**config.mk**
```make
export PLATFORM = sky130hd
export DESIGN_NAME = dmem_responder
export DESIGN_NICKNAME = d
export VERILOG_FILES = /design/src/rtl/dmem_responder_pkg.sv /design/src/rtl/dmem_array.sv /design/src/rtl/dmem_responder.sv
export SDC_FILE = /design/constraint.sdc
export NUM_CORES = 2
export LEC_CHECK = 0
export CORE_MARGIN = 2
export CORE_UTILIZATION = 50
export CTS_CLUSTER_SIZE = 8
export DETAILED_ROUTE_END_ITERATION = 16
export PLACE_DENSITY = 0.66
export SYNTH_ARGS = -nofsm -noshare
export SYNTH_HDL_FRONTEND = slang
export SYNTH_SLANG_ARGS = --single-unit
```
**constraint.sdc**
```tcl
create_clock -name clk -period 5.65 [get_ports clk]
set_input_delay 1.13 -clock clk [delete_from_list [all_inputs] [get_ports clk]]
set_output_delay 1.13 -clock clk [all_outputs]
set_load 0.1 [all_outputs]
```
**src/rtl/dmem_responder_pkg.sv**
```systemverilog
// Shared types and constants for the MEM-stage data-memory responder.
package dmem_responder_pkg;

   localparam int WORD_W = 32;
   localparam int CNT_W  = 4;

   typedef enum logic [1:0] {
      IDLE = 2'd0,
      WAIT = 2'd1,
      RESP = 2'd2
   } state_e;

endpackage

```
**src/rtl/dmem_array.sv**
```systemverilog
// Single-port word store: synchronous write enable, registered read data.
module dmem_array
   import dmem_responder_pkg::*;
#(
   parameter int DEPTH = 64,
   parameter int AW    = (DEPTH > 1) ? $clog2(DEPTH) : 1
) (
   input  logic              clk,
   input  logic              we_i,
   input  logic              re_i,
   input  logic [AW-1:0]     addr_i,
   input  logic [WORD_W-1:0] wdata_i,
   output logic [WORD_W-1:0] rdata_o
);

   logic [WORD_W-1:0] mem_q [DEPTH];
   logic [WORD_W-1:0] rdata_q;

   // NOTE: storage arrays take no reset, so contents survive clr and the
   // block maps onto plain RAM instead of a wall of resettable flops.
   always_ff @(posedge clk) begin
      if (we_i) begin
         mem_q[addr_i] <= wdata_i;
      end
      if (re_i) begin
         rdata_q <= mem_q[addr_i];
      end
   end

   assign rdata_o = rdata_q;

endmodule

```
**src/rtl/dmem_responder.sv**
```systemverilog
// Load/store responder: accepts one access, inserts WAIT_CYCLES wait states,
// then pulses rsp_valid while stalling the pipeline until completion.
module dmem_responder
   import dmem_responder_pkg::*;
#(
   parameter int WAIT_CYCLES = 2,
   parameter int ADDR_W      = 8,
   parameter int DEPTH       = 64
) (
   input  logic              clk,
   input  logic              clr,
   input  logic              req_rd,
   input  logic              req_wr,
   input  logic [ADDR_W-1:0] req_addr,
   input  logic [WORD_W-1:0] req_wdata,
   output logic              stall,
   output logic              rsp_valid,
   output logic [WORD_W-1:0] rsp_rdata,
   output logic              rsp_err
);

   localparam int IDX_W = ADDR_W - 2;
   localparam int AW    = (DEPTH > 1) ? $clog2(DEPTH) : 1;
   localparam logic [CNT_W-1:0] WAIT_INIT = CNT_W'(WAIT_CYCLES);

   state_e            state_q, state_d;
   logic [CNT_W-1:0]  cnt_q, cnt_d;
   logic              err_q, err_d;
   logic              zero_q, zero_d;
   logic              cap_rd_q, cap_wr_q;
   logic [ADDR_W-1:0] cap_addr_q;
   logic [WORD_W-1:0] cap_wdata_q;

   logic              req_valid;
   logic              cur_rd, cur_wr;
   logic [ADDR_W-1:0] cur_addr;
   logic [IDX_W-1:0]  cur_idx;
   logic              cur_err;
   logic              enter_resp;
   logic              arr_we, arr_re;
   logic [AW-1:0]     arr_addr;
   logic [WORD_W-1:0] arr_rdata;

   assign req_valid = req_rd | req_wr;
   assign rsp_valid = (state_q == RESP);
   assign stall     = req_valid & ~rsp_valid;
   assign rsp_err   = rsp_valid & err_q;
   assign rsp_rdata = zero_q ? '0 : arr_rdata;

   // With zero wait states RESP is entered on the accept edge itself, so the
   // live request stands in for the not-yet-captured copy while in IDLE.
   always_comb begin
      if (state_q == IDLE) begin
         cur_rd   = req_rd;
         cur_wr   = req_wr;
         cur_addr = req_addr;
      end else begin
         cur_rd   = cap_rd_q;
         cur_wr   = cap_wr_q;
         cur_addr = cap_addr_q;
      end
   end

   assign cur_idx = cur_addr[ADDR_W-1:2];
   assign cur_err = (cur_addr[1:0] != 2'b00)
                 || ({1'b0, cur_idx} >= (IDX_W+1)'(DEPTH))
                 || (cur_rd && cur_wr);

   // NOTE: every signal assigned here gets its default first, so no path
   // through the case can leave one unassigned and infer a latch.
   always_comb begin
      state_d = state_q;
      cnt_d   = cnt_q;
      case (state_q)
         IDLE: begin
            if (req_valid) begin
               cnt_d   = WAIT_INIT;
               state_d = (WAIT_CYCLES > 0) ? WAIT : RESP;
            end
         end
         WAIT: begin
            if (!req_valid) begin
               state_d = IDLE;
               cnt_d   = '0;
            end else begin
               cnt_d = cnt_q - 1'b1;
               if (cnt_q == CNT_W'(1)) begin
                  state_d = RESP;
               end
            end
         end
         RESP:    state_d = IDLE;
         default: state_d = IDLE;
      endcase
   end

   assign enter_resp = (state_d == RESP) && !clr;
   assign arr_re     = enter_resp && cur_rd && !cur_err;
   assign arr_we     = rsp_valid && cap_wr_q && !err_q && !clr;
   assign arr_addr   = rsp_valid ? cap_addr_q[AW+1:2] : cur_addr[AW+1:2];

   // Read data shows zero after reset or an error; a good store leaves the
   // previously returned load data in place.
   always_comb begin
      err_d  = err_q;
      zero_d = zero_q;
      if (enter_resp) begin
         err_d = cur_err;
         if (cur_err) begin
            zero_d = 1'b1;
         end else if (cur_rd) begin
            zero_d = 1'b0;
         end
      end
   end

   // NOTE: state registers use non-blocking assignments so every flop samples
   // pre-edge values regardless of process evaluation order.
   always_ff @(posedge clk) begin
      if (clr) begin
         state_q <= IDLE;
         cnt_q   <= '0;
         err_q   <= 1'b0;
         zero_q  <= 1'b1;
      end else begin
         state_q <= state_d;
         cnt_q   <= cnt_d;
         err_q   <= err_d;
         zero_q  <= zero_d;
      end
   end

   always_ff @(posedge clk) begin
      if (state_q == IDLE && req_valid) begin
         cap_rd_q    <= req_rd;
         cap_wr_q    <= req_wr;
         cap_addr_q  <= req_addr;
         cap_wdata_q <= req_wdata;
      end
   end

   dmem_array #(
      .DEPTH (DEPTH),
      .AW    (AW)
   ) u_array (
      .clk     (clk),
      .we_i    (arr_we),
      .re_i    (arr_re),
      .addr_i  (arr_addr),
      .wdata_i (cap_wdata_q),
      .rdata_o (arr_rdata)
   );

endmodule

```
==> results.tsv <==
metric	value	unit
critical_path_class	reg -> out	
clkPwrFrac	44.1	%
whs_path_depth	2	
avgSynthCellArea	13.31	um2
ys_seq_share	74.77	%
grtUsageTotal	29.84	%
wl_per_cell	30.41	um
hold_buffers	0	
clockBufferDepth	4	
wl_met2	121600	um
max-cap-violations	0	
ys_top_cells_by_count	2122 x edfxtp_1, 1030 x a21oi_1, 1027 x nand3_1, 1026 x o21ai_0, 397 x clkbuf_1	
via_per_inst	6.835	
max_slew_margin	13.96	%
fin_ws	0.8284	ns
simple_gate_share	9.011	%
finalClockSkew	0.05462	ns
yosysUniqueCellTypes	37	
num_rows	151	
seqPwrFrac	47.8	%
topCellsByArea	edfxtp_1 75%, a21oi_1 6.0%, nand3_1 6.0%	
tightest_slew	1.291	ns
met1_length	100900	um
switching_share	23.09	%
gr-usage-met3	6.696	%
aoi_share	13.15	%
setup-tns-final	0	ns
tritoncts	yes	
largest_register_ff_count	2048	
core	169500	um2
wl_met3	33210	um
switching_power	8.495	mW
grt_max_degree	233	
cts_repair_resize_count	0	
design.seq.count	2130	
ys_cells	6419	
warnings	64	
yosysWarnings	0	
fp.dieW	417.4	um
fp_util	50.41	%
comb-cell-share	19.91	%
fin_hold_ws	0.5364	ns
hp-class	reg -> reg	
dr.first_iter.drc_count	11120	
crit_fanout	33	
synth.cell_area	85430	um2
nonClockInverterCount	6	
hold_viol_final	0	
nClkBuffers	336	
setup_viol	0	
nets	6523	
most_common_cell	edfxtp_1	
busiest_layer	met2	
ys_top_logic_family	AND-OR/OR-AND gates	
path_clk_slew	0.05	ns
ys.flop_type	edfxtp_1	
grt_pass1_vias	56870	
port_buffers	78	
pwr-share-comb	8.1	%
p_comb	2.98	mW
synth.mux.area_fraction	0.06005	%
edf_count	2122	
clock_latency	0.91	ns
num-fill-cells	12940	
antenna_cells	12	
synth-xor-area-share	0	%
grt_pass1_wl	386100	um
use_met1	42.31	%
postLayoutCellArea	98220	um2
first_pass_iters	7	
outcome	finished, final reports clean	
layout-drive-gt1-share	10.65	%
place_hpwl	136200	um
clockRootBuffer	clkbuf_16	
taps	2218	
power.density	374.5	nW/um2
n_all_buffers	356	
design.portCount	79	
final_antenna_net_count	0	
dominant_cells	registers	
cts_buffers	316	
p_clk	16.2	mW
syn_nets	6465	
top_register	u_array.mem_q	
ir_drop	0.3846	mV
p_leak	30.73	nW
place_congestion	0.8381	
layout_top_cell	edfxtp_1	
synthAdderAreaFrac	0.02929	%
logic_area	19560	um2
buf_share	3.811	%
dpl_worst_slack	0.3862	ns
placed_cells	8377	
vias	59690	
critPathRequiredTime	4.52	ns
lay_top_cells	2122 x edfxtp_1, 1030 x a21oi_1, 1026 x o21ai_0, 1025 x nand3_1, 322 x clkbuf_16	
cts_sinks	2130	
ys_ff	2130	
synthDominantCellAreaShare	74.58	%
placed_area	89980	um2
arrival	3.69	ns
use_met2	45.00	%
power	36.79	mW
async_flop_share	0	%
power_leader	sequential cells	
rsz0062_at_grt	no	
==> cell families after synthesis <==
logic type | after synthesis
multiplexers | 5
buffers and inverters | 622
flip-flops | 2130
AND-OR/OR-AND | 2196
AND/OR/NAND/NOR | 1464
adder cells (fa/ha/maj) | 2
==> worst max-delay path: cells and delay by family, from the launching register on <==
| kind | cells | cell delay (ns) |
|---|---|---|
| simple gates | 1 | 0.85 |
| buf+inv | 1 | 1.29 |
| flops | 1 | 0.64 |
==> worst paths after layout <==
kind / slack, ns / start / end
hold reg to reg: 0.54 / cnt_q[1] / cnt_q[1]
setup / recovery: 0.83 / zero_q / rsp_rdata[23]
setup reg to reg: 0.95 / state_q[1] / u_array.rdata_o[11]
hold / removal: 0.54 / cnt_q[1] / cnt_q[1]
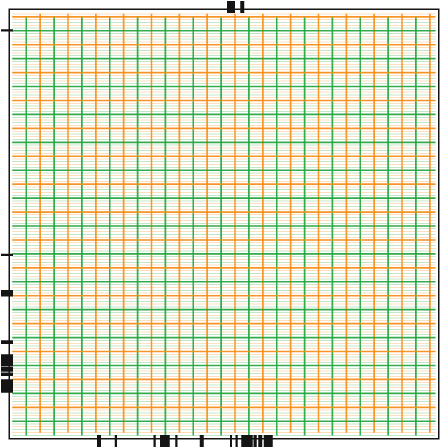
*Supply network*
Pins as bars on the die edge.
[orange] VDD
[green] VSS
rows: 151
met4 straps: 30

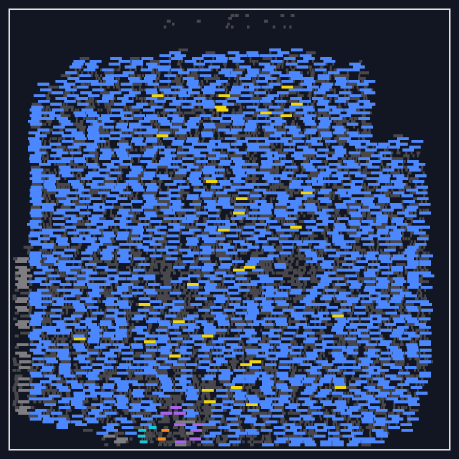
*Sequential cells coloured by netlist name*
Other sequential cells in the stronger grey, the rest of the logic in the fainter grey.
[blue] `u_array.mem_q` | placed flops: 2048 | where: all over the die
[yellow] `u_array.rdata_o` | placed flops: 32
[orange] `state_q` | placed flops: 2
[cyan] `cnt_q` | placed flops: 4
[purple] `cap_addr_q` | placed flops: 8 | where: bottom middle
FF+latch area: 63880 um2
final core occ: 57.96%
Seq. pwr: 17.6 mW
sequential cell area share: 65.04%

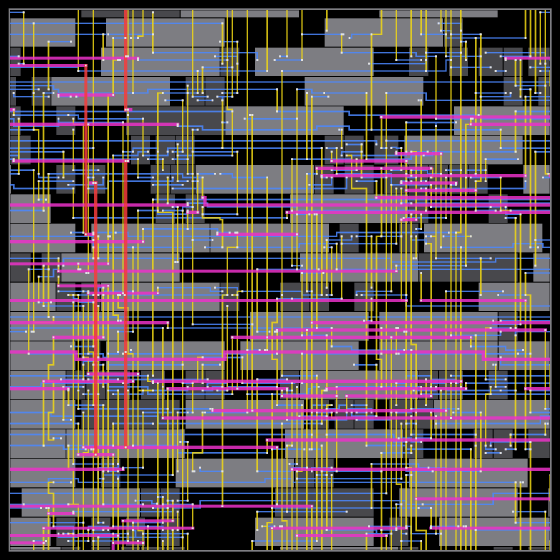
*Layout detail*
Region (79, 288) to (129, 338) um. Cells in grey, sequential cells in the stronger grey; small squares are vias.
[blue] metal 1
[magenta] metal 3
[red] metal 4
[yellow] metal 2
sequential cells in the window: 40
netlist names of flops here include: `u_array.mem_q` (40)
cells with their middle in the window: 119
most frequent: edfxtp_1 (40), o21ai_0 (23), nand3_1 (21)

Power is estimated from default activity; no workload was simulated.
